==> config.mk <==
export PLATFORM = sky130hd
export DESIGN_NAME = reg_file_2r1w
export DESIGN_NICKNAME = d
export VERILOG_FILES = /design/src/rtl/reg_file_2r1w.sv
export SDC_FILE = /design/constraint.sdc
export NUM_CORES = 1
export LEC_CHECK = 0
export ABC_AREA = 1
export CAP_MARGIN = 20
export CELL_PAD_IN_SITES_DETAIL_PLACEMENT = 0
export CELL_PAD_IN_SITES_GLOBAL_PLACEMENT = 1
export CORE_ASPECT_RATIO = 1.75
export CORE_MARGIN = 10
export CORE_UTILIZATION = 30
export CTS_BUF_LIST = sky130_fd_sc_hd__clkbuf_2
export CTS_CLUSTER_DIAMETER = 50
export DETAILED_ROUTE_END_ITERATION = 16
export GPL_TIMING_DRIVEN = 0
export PLACE_DENSITY = 0.71
export SLEW_MARGIN = 20
export SYNTH_ARGS = -nofsm -noshare
export SYNTH_HDL_FRONTEND = slang
export SYNTH_SLANG_ARGS = --single-unit
==> constraint.sdc <==
create_clock -name clk -period 3.4 [get_ports clk]
set_input_delay 0.34 -clock clk [delete_from_list [all_inputs] [get_ports clk]]
set_output_delay 0.34 -clock clk [all_outputs]
set_load 0.02 [all_outputs]
==> src/rtl/reg_file_2r1w.sv <==
// Register file with DEPTH x WIDTH flops, one synchronous write port and two
// independent registered read ports with optional write-to-read forwarding.
module reg_file_2r1w #(
    parameter int WIDTH    = 32,
    parameter int DEPTH    = 4,
    parameter int ADDR_W   = 2,
    parameter int ZERO_REG = 0,
    parameter int BYPASS   = 1
) (
    input  logic              clk,
    input  logic              reset,
    input  logic              we,
    input  logic [ADDR_W-1:0] wAddr,
    input  logic [WIDTH-1:0]  wData,
    input  logic              re0,
    input  logic [ADDR_W-1:0] rAddr0,
    output logic [WIDTH-1:0]  rData0,
    output logic              rValid0,
    input  logic              re1,
    input  logic [ADDR_W-1:0] rAddr1,
    output logic [WIDTH-1:0]  rData1,
    output logic              rValid1
);

    logic [WIDTH-1:0] regs [DEPTH];
    logic [WIDTH-1:0] rNext0;
    logic [WIDTH-1:0] rNext1;
    logic             writeOk;

    assign writeOk = we && !((ZERO_REG != 0) && (wAddr == '0));

    // Read-data selection: zero register wins over forwarding, which wins over storage.
    always_comb begin
        // NOTE: every always_comb output gets a default first so no path can infer a latch.
        rNext0 = regs[rAddr0];
        rNext1 = regs[rAddr1];
        if ((BYPASS != 0) && we && (wAddr == rAddr0)) rNext0 = wData;
        if ((BYPASS != 0) && we && (wAddr == rAddr1)) rNext1 = wData;
        if ((ZERO_REG != 0) && (rAddr0 == '0)) rNext0 = '0;
        if ((ZERO_REG != 0) && (rAddr1 == '0)) rNext1 = '0;
    end

    always_ff @(posedge clk) begin
        if (reset) begin
            // NOTE: the storage array is cleared by reset, so it must stay in flops, not a RAM macro.
            for (int i = 0; i < DEPTH; i++) regs[i] <= '0;
            rData0  <= '0;
            rData1  <= '0;
            rValid0 <= 1'b0;
            rValid1 <= 1'b0;
        end else begin
            // NOTE: non-blocking updates make same-edge reads see the pre-edge storage contents.
            if (writeOk) regs[wAddr] <= wData;
            rValid0 <= re0;
            rValid1 <= re1;
            if (re0) rData0 <= rNext0;
            if (re1) rData1 <= rNext1;
        end
    end

endmodule

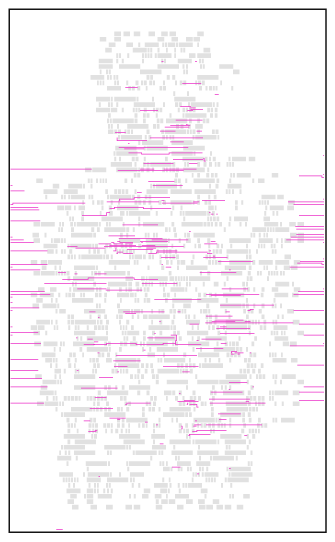
*M3 wires, run 1*
(2 px per micron)
wire length on this layer: 2330 microns
main direction: horizontal
nets with wire on the layer: 148
longest straight run: 43.7 microns

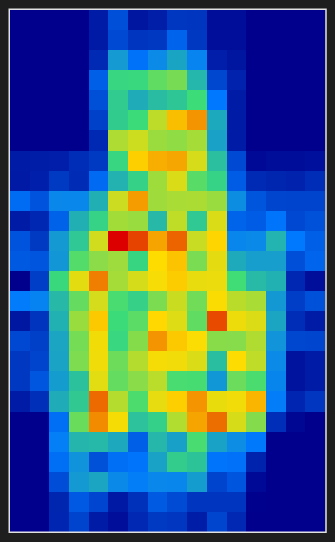
*Wiring heat map, run 1*
(2 px per micron) 16 x 26 tiles, from dark blue (low) to red (high), scaled to the fullest tile. Values are wire area over tile area, all layers added.
densest ninth of the die: centre
emptiest ninth of the die: upper right
mean over tiles: 0.15

==> reports/results.tsv, run 1 <==
stage	metric	value	unit
worst_hold_path	holdPathStages	4	
yosys	synthTopLogicFamily	simple AND/OR/NAND/NOR gates	
final_timing	finalClockSkew	0.0297	ns
setup_path	worstSetupEndpoint	rData1[31]	
detailed_routing	vias	9365	
yosys	syn-instance-count	1295	
layout	design_area	11900	sq um
layout	layout_top_cell	nor2_1	
yosys	topCellsByArea	edfxtp_1 39%, dfxtp_1 13%, nor2_1 12%	
yosys	ys.flop_type	edfxtp_1	
floorplan	core	32800	sq um
final_timing	rsz0062_at_grt	no	
yosys	yosys-top-cells-count	326 x nor2_1, 163 x o21ai_0, 141 x nand2_1	
layout	syn2layout_area_growth	19.5	%
layout	layout-drive-gt1-share	6.18	%
detailed_routing	drtIter0Drc	722	
power_and_ir_drop	finalPower	5110	uW
worst_hold_path	hp-start	reset	
yosys	ys_types	20	
yosys	ys_warn_count	0	
layout	fill_cells	3477	
run_status	status	complete, no violations	
yosys	synth.cellmix.simpleShare	25.1	%
yosys	most_common_cell	nor2_1	
yosys	ys_async_sr_fraction	0	%
detailed_routing	route.met2.wl	20000	microns
clock_network	cts_sinks	194	
power_and_ir_drop	p_clk_share	24.0	%
detailed_routing	met3_length	2330	microns
clock_network	clock_path_buffers	2	
detailed_routing	firstDrtPassIters	5	
detailed_routing	drt-met1-wl	14000	microns
place	port_buffers	103	
flow_run	tool_warnings	28	
setup_path	cp-startpoint	rData1[31]$_SDFFE_PP0P_	
setup_path	startpoint_type	flip-flop	
floorplan	ioPinCount	109	
power_and_ir_drop	ir_drop	0.228	mV
setup_path	crit_path_end_kind	output pin	
global_routing	grt_pass1_wl	56200	microns
setup_path	r2r_cells	8	
clock_network	cts_tree	built	
yosys	ys_seq_share	52.0	%
final_timing	min_period	2.35	ns
final_timing	holdWs	0.0102	ns
setup_path	rr_endpoint	rData1[9]$_SDFFE_PP0P_	
detailed_routing	wirelength	37900	microns
clock_network	htree_levels	4	
clock_network	cts_buffers	17	
final_timing	fin_setup_tns	0	ns
layout	combGateArea	3790	sq um
setup_path	cp_cell_sequence	clkdlybuf4s50_1	
yosys	postSynthNetCount	1338	
clock_network	cts_resized	0	
setup_path	cp.arrival	2.01	ns
floorplan	fp.dieH	261	microns
place	dpl_cell_area	11600	sq um
layout	post-route-util	36.2	%
yosys	synth_top_area_share	38.7	%
power_and_ir_drop	power_leader	sequential cells	
global_routing	grt_pass1_vias	9429	
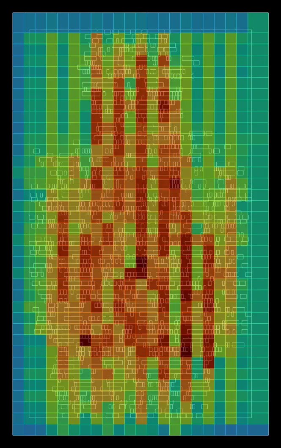
*Track usage over the die, run 1*
met3 GRT Util: 3.46%
Most Used Layer, Global Route: met2
met1 GRT Util: 19.6%
wire per inst: 20.5 microns
GR Util All Layers: 18.4%

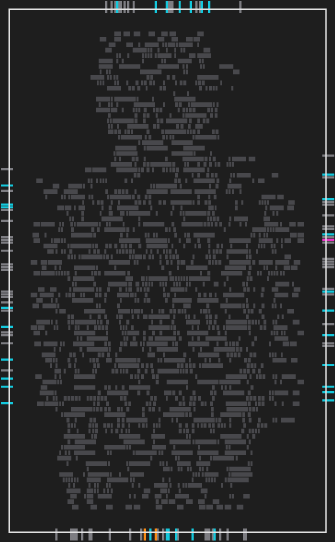
*Pin map, run 1*
(2 px per micron) Pins as bars across the die edge, other pins in grey.
| port | colour | pins | direction | edge |
|---|---|---|---|---|
| `rAddr0` | orange | 2 | input | bottom |
| `rData0` | cyan | 32 | output | 10 right, 9 left, 7 top, 6 bottom |
| `re1` | magenta | 1 | input | right |

==> run 1: logic make-up after synthesis <==
group,Yosys count
buf+inv,237
simple gates,606
compound gates,258
flops,194
==> run 1: final cells by class <==
class	instances	share of cell area [%]
antenna	3	0.0632
clock inverter	14	1.15
clock buffer	18	0.758
timing repair buffer	114	9.97
tap	405	4.27
inverter	143	4.54
buffer	94	3.82
sequential	194	43.5
multi-input combinational	864	31.9
==> run 1: sequential cells by signal, summed over array words and instances, names as in the netlist <==
| register | cells |
|---|---|
| regs | 128 |
| rValid0 | 1 |
| rData0 | 32 |
| rValid1 | 1 |
| rData1 | 32 |
==> run 1: repair_timing <==
item                                    4_1_cts  5_1_grt
buffers inserted                              0        0
hold buffers                                  4        0
hold endpoints to repair                     23        0
endpoints found under the setup margin        0        0
### M2 wires, run 1

(2 px per micron)
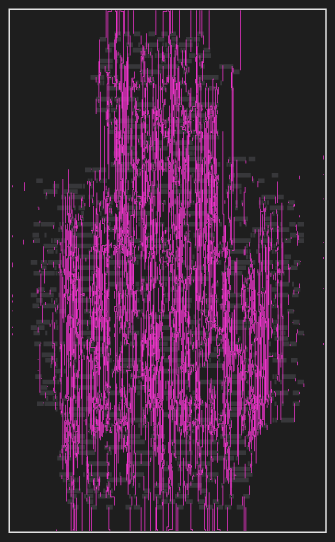

==> inputs of run 2 (changes only) <==
PLACE_DENSITY = 0.69   (was 0.71)
clock period = 2.4 ns   (was 3.4 ns; I/O delays follow)
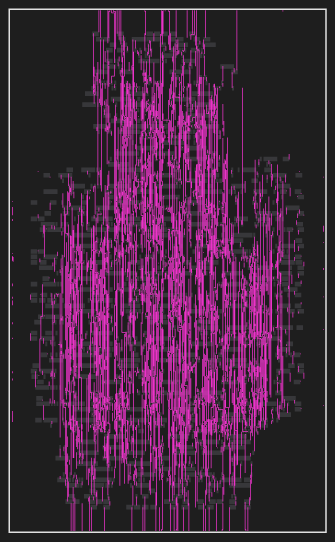
*M2 wires, run 2*
(2 px per micron)
share of all routed wire: 54%
wire length on this layer: 20.6 mm
main direction: vertical
nets with wire on the layer: 1128

==> reports/results.tsv, run 2 <==
stage	metric	value	unit	change
worst_hold_path	holdPathStages	3		-1
layout	n_antenna_cell	1		-2
layout	layout-drive-gt1-share	6.17	%	-0.0077 points
detailed_routing	vias	9397		+0.34%
yosys	ys_types	20		unchanged
detailed_routing	wirelength	38400	microns	+1.5%
clock_network	cts_resized	0		unchanged
floorplan	core	32800	sq um	unchanged
layout	reg.largest.list	regs: 128 flops, rData0: 32 flops, rData1: 32 flops		
yosys	topCellsByArea	edfxtp_1 39%, dfxtp_1 13%, nor2_1 12%		
setup_path	cp-startpoint	reset		
yosys	synth_top_area_share	38.7	%	unchanged
power_and_ir_drop	ir_drop	0.320	mV	+40%
clock_network	htree_levels	4		unchanged
detailed_routing	route.met2.wl	20600	microns	+3.0%
yosys	ys_warn_count	0		unchanged
layout	buffers	226		+8.7%
layout	post-route-util	36.8	%	+0.60 points
layout	regMostFlops	regs		
layout	seq_share	42.8	%	-0.71 points
clock_network	cts_setup_buffers	0		unchanged
detailed_routing	met3_length	2190	microns	-6.0%
layout	ff_count	194		unchanged
setup_path	r2r_cells	8		unchanged
layout	syn2layout_area_growth	21.5	%	
yosys	most_common_cell	nor2_1		
layout	buffer_area_share	15.3	%	+1.5 points
detailed_routing	wl_per_cell	20.6	microns	+0.59%
floorplan	num_tap_cells	405		unchanged
yosys	ys_seq_share	52.0	%	unchanged
final_timing	rsz0062_at_grt	no		
setup_path	worstSetupEndpoint	regs[0][27]$_SDFFCE_PN0P_		
yosys	ys.flop_type	edfxtp_1		
global_routing	track_usage	18.5	%	+0.12 points
run_status	status	complete, no violations		
yosys	synthTopLogicFamily	simple AND/OR/NAND/NOR gates		
layout	layout_top_cell	nor2_1		
floorplan	ioPinCount	109		unchanged
final_timing	min_period	2.26	ns	
yosys	yosys-top-cells-count	326 x nor2_1, 163 x o21ai_0, 141 x nand2_1		
power_and_ir_drop	finalPower	7150	uW	+40%
clock_network	cts_tree	built		
==> run 2: cell count changes in the layout (fill, tap and decap cells not counted), sizes merged <==
cell         change
clkinvlp         +3
clkinv           -2
dlygate4sd3     +19
bufinv           -2
clkbuf           -1
inv              +2
buf              -1
diode            -2
==> run 2: critical path, cell delays in order <==
cell and delay (ns):
dlygate4sd3_1 0.55, buf_6 0.15, inv_4 0.07, nand3_4 0.09, inv_1 0.11, nand2_1 0.25, clkbuf_1 0.56, nand2_2 0.56
buf_16 0.34
==> run 2: metrics by stage <==
step	instances	area, sq um	TNS, ns	hold WS (ns)
3_3_place_gp	1803	11500	-193.63	0.542
2_1_floorplan	1295	9950	0	0.483
4_1_cts	1864	12100	0	0.00301
5_1_grt	1865	12100	0	0.00705
6_report	1865	12100	0	0.0483
3_5_place_dp	1809	11600	-59.88	0.543
Power figures rest on the tool's default switching activity, not on a simulated workload.
